--- src/rtl/id_stage.sv ---
`default_nettype none
// ============================================================================
// Module   : id_stage
// Purpose  : Instruction-decode stage of a 5-stage MIPS-like pipeline.
//            Decodes the IF/ID instruction, reads the 32x32 register file,
//            detects load-use hazards, and loads the ID/EX pipeline register.
// Ports    : clk_i, rst_i            - clock, synchronous active-high reset
//            IFID_pc_i, IFID_ir_i    - instruction and its PC from IF/ID
//            MEM_do_branch_i         - taken branch in MEM, flush ID/EX
//            WB_we_i/waddr_i/wdata_i - register-file write port
//            ID_stall_o              - hold request to IF (combinational)
//            IDEX_*                  - registered operands and control bits
// Config   : `define ID_BYPASS_EN to make a same-cycle WB write visible to
//            the decode read (write-through); otherwise reads return the
//            pre-write contents.
// Revision : 1.0 - initial release
// ============================================================================
module id_stage (
    input  logic        clk_i,
    input  logic        rst_i,
    input  logic [31:0] IFID_pc_i,
    input  logic [31:0] IFID_ir_i,
    input  logic        MEM_do_branch_i,
    input  logic        WB_we_i,
    input  logic [4:0]  WB_waddr_i,
    input  logic [31:0] WB_wdata_i,
    output logic        ID_stall_o,
    output logic [31:0] IDEX_pc_o,
    output logic [31:0] IDEX_rs_val_o,
    output logic [31:0] IDEX_rt_val_o,
    output logic [31:0] IDEX_imm_o,
    output logic [4:0]  IDEX_dest_o,
    output logic [2:0]  IDEX_alu_op_o,
    output logic        IDEX_reg_we_o,
    output logic        IDEX_mem_read_o,
    output logic        IDEX_mem_write_o,
    output logic        IDEX_branch_o,
    output logic        IDEX_use_imm_o,
    output logic        IDEX_valid_o
);

    localparam logic [5:0] c_op_rtype = 6'h00;
    localparam logic [5:0] c_op_addi  = 6'h08;
    localparam logic [5:0] c_op_lw    = 6'h23;
    localparam logic [5:0] c_op_sw    = 6'h2B;
    localparam logic [5:0] c_op_beq   = 6'h04;

    localparam logic [2:0] c_alu_add = 3'b000;
    localparam logic [2:0] c_alu_sub = 3'b001;
    localparam logic [2:0] c_alu_and = 3'b010;
    localparam logic [2:0] c_alu_or  = 3'b011;
    localparam logic [2:0] c_alu_slt = 3'b100;

    // ---------------- instruction fields ----------------
    logic [5:0] w_opcode, w_funct;
    logic [4:0] w_rs, w_rt, w_rd;
    assign w_opcode = IFID_ir_i[31:26];
    assign w_rs     = IFID_ir_i[25:21];
    assign w_rt     = IFID_ir_i[20:16];
    assign w_rd     = IFID_ir_i[15:11];
    assign w_funct  = IFID_ir_i[5:0];

    // ---------------- decode ----------------
    logic       w_dec_valid, w_dec_reads_rt, w_dec_reg_we;
    logic       w_dec_mem_read, w_dec_mem_write, w_dec_branch, w_dec_use_imm;
    logic [2:0] w_dec_alu_op;
    logic [4:0] w_dec_dest;

    always_comb begin
        w_dec_valid     = 1'b0;
        w_dec_reads_rt  = 1'b0;
        w_dec_reg_we    = 1'b0;
        w_dec_mem_read  = 1'b0;
        w_dec_mem_write = 1'b0;
        w_dec_branch    = 1'b0;
        w_dec_use_imm   = 1'b0;
        w_dec_alu_op    = c_alu_add;
        w_dec_dest      = 5'd0;
        case (w_opcode)
            c_op_rtype: begin
                w_dec_valid = 1'b1;
                case (w_funct)
                    6'h20:   w_dec_alu_op = c_alu_add;
                    6'h22:   w_dec_alu_op = c_alu_sub;
                    6'h24:   w_dec_alu_op = c_alu_and;
                    6'h25:   w_dec_alu_op = c_alu_or;
                    6'h2A:   w_dec_alu_op = c_alu_slt;
                    default: w_dec_valid  = 1'b0;
                endcase
                // Unknown funct (including ir == 0) stays a bubble.
                if (w_dec_valid) begin
                    w_dec_reads_rt = 1'b1;
                    w_dec_reg_we   = 1'b1;
                    w_dec_dest     = w_rd;
                end else begin
                    w_dec_alu_op   = c_alu_add;
                end
            end
            c_op_addi: begin
                w_dec_valid   = 1'b1;
                w_dec_reg_we  = 1'b1;
                w_dec_use_imm = 1'b1;
                w_dec_dest    = w_rt;
            end
            c_op_lw: begin
                w_dec_valid    = 1'b1;
                w_dec_reg_we   = 1'b1;
                w_dec_mem_read = 1'b1;
                w_dec_use_imm  = 1'b1;
                w_dec_dest     = w_rt;
            end
            c_op_sw: begin
                w_dec_valid     = 1'b1;
                w_dec_reads_rt  = 1'b1;
                w_dec_mem_write = 1'b1;
                w_dec_use_imm   = 1'b1;
            end
            c_op_beq: begin
                w_dec_valid    = 1'b1;
                w_dec_reads_rt = 1'b1;
                w_dec_branch   = 1'b1;
                w_dec_alu_op   = c_alu_sub;
            end
            default: ;
        endcase
    end

    // ---------------- register file ----------------
    logic [31:0] regs_q [32];
    logic [31:0] regs_d [32];
    logic [31:0] w_rs_val, w_rt_val;

    always_comb begin
        regs_d = regs_q;
        if (WB_we_i && (WB_waddr_i != 5'd0)) begin
            regs_d[WB_waddr_i] = WB_wdata_i;
        end
    end

    always_comb begin
        w_rs_val = (w_rs == 5'd0) ? 32'd0 : regs_q[w_rs];
        w_rt_val = (w_rt == 5'd0) ? 32'd0 : regs_q[w_rt];
`ifdef ID_BYPASS_EN
        // Write-through: the WB value wins over the stored copy this cycle.
        if (WB_we_i && (WB_waddr_i != 5'd0) && (WB_waddr_i == w_rs)) w_rs_val = WB_wdata_i;
        if (WB_we_i && (WB_waddr_i != 5'd0) && (WB_waddr_i == w_rt)) w_rt_val = WB_wdata_i;
`endif
    end

    // ---------------- ID/EX pipeline register ----------------
    logic [31:0] idex_pc_q, idex_rs_val_q, idex_rt_val_q, idex_imm_q;
    logic [31:0] idex_pc_d, idex_rs_val_d, idex_rt_val_d, idex_imm_d;
    logic [4:0]  idex_dest_q, idex_dest_d;
    logic [2:0]  idex_alu_op_q, idex_alu_op_d;
    logic        idex_reg_we_q, idex_mem_read_q, idex_mem_write_q;
    logic        idex_branch_q, idex_use_imm_q, idex_valid_q;
    logic        idex_reg_we_d, idex_mem_read_d, idex_mem_write_d;
    logic        idex_branch_d, idex_use_imm_d, idex_valid_d;

    // Load in EX whose destination is a source actually read by this
    // instruction; r0 is never a real dependency.
    logic w_hazard;
    assign w_hazard = idex_valid_q && idex_mem_read_q && (idex_dest_q != 5'd0) &&
                      ((w_dec_valid    && (idex_dest_q == w_rs)) ||
                       (w_dec_reads_rt && (idex_dest_q == w_rt)));

    // A flush kills the instruction anyway, so it suppresses the stall.
    assign ID_stall_o = w_hazard && !MEM_do_branch_i && !rst_i;

    always_comb begin
        idex_pc_d        = 32'd0;
        idex_rs_val_d    = 32'd0;
        idex_rt_val_d    = 32'd0;
        idex_imm_d       = 32'd0;
        idex_dest_d      = 5'd0;
        idex_alu_op_d    = c_alu_add;
        idex_reg_we_d    = 1'b0;
        idex_mem_read_d  = 1'b0;
        idex_mem_write_d = 1'b0;
        idex_branch_d    = 1'b0;
        idex_use_imm_d   = 1'b0;
        idex_valid_d     = 1'b0;
        if (w_dec_valid && !MEM_do_branch_i && !w_hazard) begin
            idex_pc_d        = IFID_pc_i;
            idex_rs_val_d    = w_rs_val;
            idex_rt_val_d    = w_rt_val;
            idex_imm_d       = {{16{IFID_ir_i[15]}}, IFID_ir_i[15:0]};
            idex_dest_d      = w_dec_dest;
            idex_alu_op_d    = w_dec_alu_op;
            idex_reg_we_d    = w_dec_reg_we;
            idex_mem_read_d  = w_dec_mem_read;
            idex_mem_write_d = w_dec_mem_write;
            idex_branch_d    = w_dec_branch;
            idex_use_imm_d   = w_dec_use_imm;
            idex_valid_d     = 1'b1;
        end
    end

    always_ff @(posedge clk_i) begin
        if (rst_i) begin
            regs_q           <= '{default: 32'd0};
            idex_pc_q        <= 32'd0;
            idex_rs_val_q    <= 32'd0;
            idex_rt_val_q    <= 32'd0;
            idex_imm_q       <= 32'd0;
            idex_dest_q      <= 5'd0;
            idex_alu_op_q    <= 3'd0;
            idex_reg_we_q    <= 1'b0;
            idex_mem_read_q  <= 1'b0;
            idex_mem_write_q <= 1'b0;
            idex_branch_q    <= 1'b0;
            idex_use_imm_q   <= 1'b0;
            idex_valid_q     <= 1'b0;
        end else begin
            regs_q           <= regs_d;
            idex_pc_q        <= idex_pc_d;
            idex_rs_val_q    <= idex_rs_val_d;
            idex_rt_val_q    <= idex_rt_val_d;
            idex_imm_q       <= idex_imm_d;
            idex_dest_q      <= idex_dest_d;
            idex_alu_op_q    <= idex_alu_op_d;
            idex_reg_we_q    <= idex_reg_we_d;
            idex_mem_read_q  <= idex_mem_read_d;
            idex_mem_write_q <= idex_mem_write_d;
            idex_branch_q    <= idex_branch_d;
            idex_use_imm_q   <= idex_use_imm_d;
            idex_valid_q     <= idex_valid_d;
        end
    end

    assign IDEX_pc_o        = idex_pc_q;
    assign IDEX_rs_val_o    = idex_rs_val_q;
    assign IDEX_rt_val_o    = idex_rt_val_q;
    assign IDEX_imm_o       = idex_imm_q;
    assign IDEX_dest_o      = idex_dest_q;
    assign IDEX_alu_op_o    = idex_alu_op_q;
    assign IDEX_reg_we_o    = idex_reg_we_q;
    assign IDEX_mem_read_o  = idex_mem_read_q;
    assign IDEX_mem_write_o = idex_mem_write_q;
    assign IDEX_branch_o    = idex_branch_q;
    assign IDEX_use_imm_o   = idex_use_imm_q;
    assign IDEX_valid_o     = idex_valid_q;

endmodule
`default_nettype wire

--- config.mk ---
export PLATFORM = sky130hd
export DESIGN_NAME = id_stage
export DESIGN_NICKNAME = d
export VERILOG_FILES = /design/src/rtl/id_stage.sv
export SDC_FILE = /design/constraint.sdc
export NUM_CORES = 2
export LEC_CHECK = 0
export CORE_ASPECT_RATIO = 0.75
export CORE_MARGIN = 5
export CORE_UTILIZATION = 50
export DETAILED_ROUTE_END_ITERATION = 8
export GPL_ROUTABILITY_DRIVEN = 1
export GPL_TIMING_DRIVEN = 0
export PLACE_DENSITY = 0.81
export SYNTH_ARGS = -nofsm -noshare
export SYNTH_HDL_FRONTEND = slang
export SYNTH_SLANG_ARGS = --single-unit
--- constraint.sdc ---
create_clock -name clk_i -period 2.5 [get_ports clk_i]
set_input_delay 0.5 -clock clk_i [delete_from_list [all_inputs] [get_ports clk_i]]
set_output_delay 0.5 -clock clk_i [all_outputs]
set_load 0.1 [all_outputs]
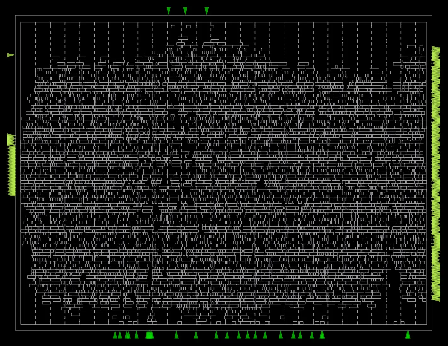
**Above:** cell outlines without signal wires.
flop share of the area: 36.0%
Finished Core Util: 58.5%
total core area: 0.109 mm^2
count of non-filler cells in the finished layout: 7994

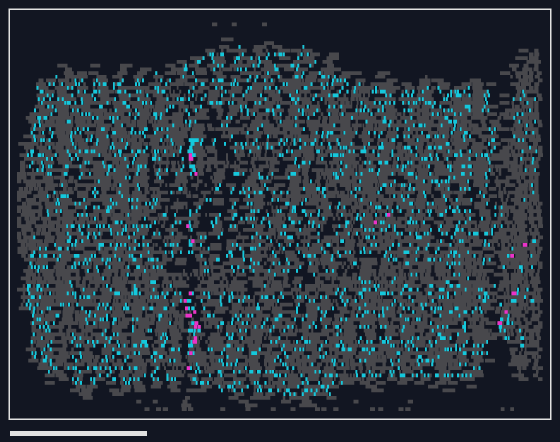
**Above:** gate-type map.
Scale bar: 100 um.
cyan -> nand cells  # cells 2153, most used nand2_1, where spread over the die
magenta -> and/or cells  # cells 25, most used and2_1
most numerous logic cell after layout: nand2_1
logic share of the area: 47.0%

==> out/results.ini <==
[status]
status = finished, violations left
violations = negative setup slack

[drt]
ant_nets = 0
wl_met1_um = 81300
routed_wl_um = 224000
highest-signal-layer = met5
vias = 52564
drt_iter0_drc = 9184
drc = 0
wl_met3_um = 39400

[worst_setup_path]
cp-endpoint = ID_stall_o
cp.arrival_ps = 2380
path_delay_family = simple AND/OR/NAND/NOR gates
r2r_cells = 6
crit_chain = or4_1, o211ai_1, a21oi_4, buf_6, and2_4, buf_12
cp-startpoint = IDEX_dest_o[1]
path_buffers = 2
r2r_end = IDEX_rs_val_o[16]
cp-start-kind = register
path_depth = 6

[cts]
ctsResizeCount = 445
cts_buffer_depth = 3
cts_made_buffers = 110
cts_sinks = 1150
path_clk_slew_ps = 60
clockRootBuffer = clkbuf_16

[flow_run]
maxCapViolCount = 0

[synth]
synthTopLogicFamily = multiplexers
ys_cells = 6085
yosysWarnings = 0
common_cells = 2140 x nand2_1, 1150 x dfxtp_1, 992 x a21oi_1, 512 x mux4_2, 498 x clkbuf_1
compound_area_share_pct = 11.0
most_common_cell = nand2_1
yosysUniqueCellTypes = 41

[power]
p_leak_nw = 22.0
internal_power_mw = 29.5
p_sw_mw = 10.6
p_total_mw = 40.1

[cells_and_area]
layout-drive-gt1-share_pct = 16.8
inverters = 0
postLayoutCellArea_mm2 = 0.0640
flop_area_mm2 = 0.0230
largest-register = regs_q
buf_share_pct = 8.24

[sta]
hold_violations = 0
period_minus_slack_ps = 2880
setup_viol = 134
drv_slew = 0
worst_slack_ps = -385
fin_crit_sh_pct = 115

[global_route]
grt_pass1_wl_um = 322000
busiest_layer = met2
antenna_found_initial = 12
grt_max_degree = 18
globalRouteOverflowTotal = 0

[place]
place.detailed.hpwl_um = 168000

[floorplan]
fp_util_pct = 50.4

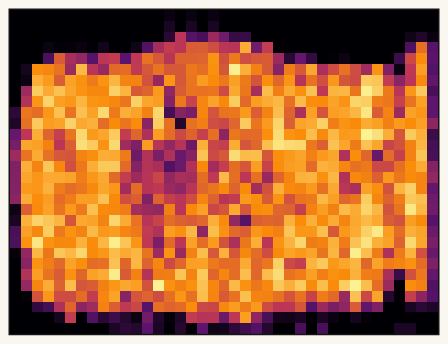
**Above:** placement density heat map.
39 x 30 tiles, from black (low) to pale yellow (high), 0 to 100% covered.
mean over tiles = 53%
tiles over 75% full = 30%
nearly empty tiles = 16%
fullest tile = 98%

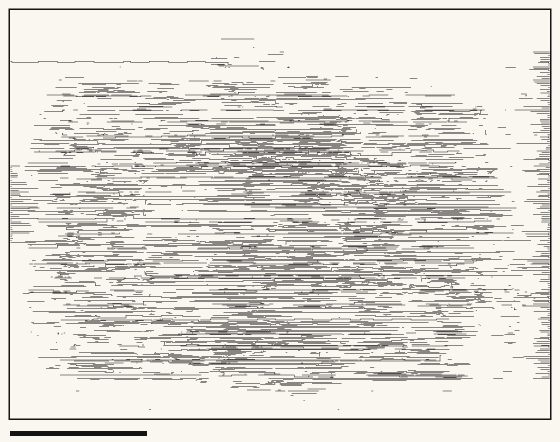
**Above:** metal 3.
Scale bar: 100 um.
share of all routed wire = 18%
wire length on this layer = 39.4 mm
main direction = horizontal

how the worst min path moves through the flow:
| stage | end | startpoint | slack, ps | depth (start not counted) |
|---|---|---|---|---|
| 6_report | IDEX_imm_o[4] | IFID_ir_i[4] | 60 | 3 |
| 5_1_grt | IDEX_imm_o[4] | IFID_ir_i[4] | 80 | 3 |
| 4_1_cts | IDEX_imm_o[4] | IFID_ir_i[4] | 40 | 3 |
| 3_5_place_dp | regs_q[425] | regs_q[425] | 460 | 2 |
| 3_3_place_gp | regs_q[417] | regs_q[417] | 450 | 2 |
| 2_1_floorplan | regs_q[160] | regs_q[160] | 440 | 2 |
tightest hold or removal path: stages:
cell     delay [ps]
buf_2           150
nand2_1          70
nor2_1           40
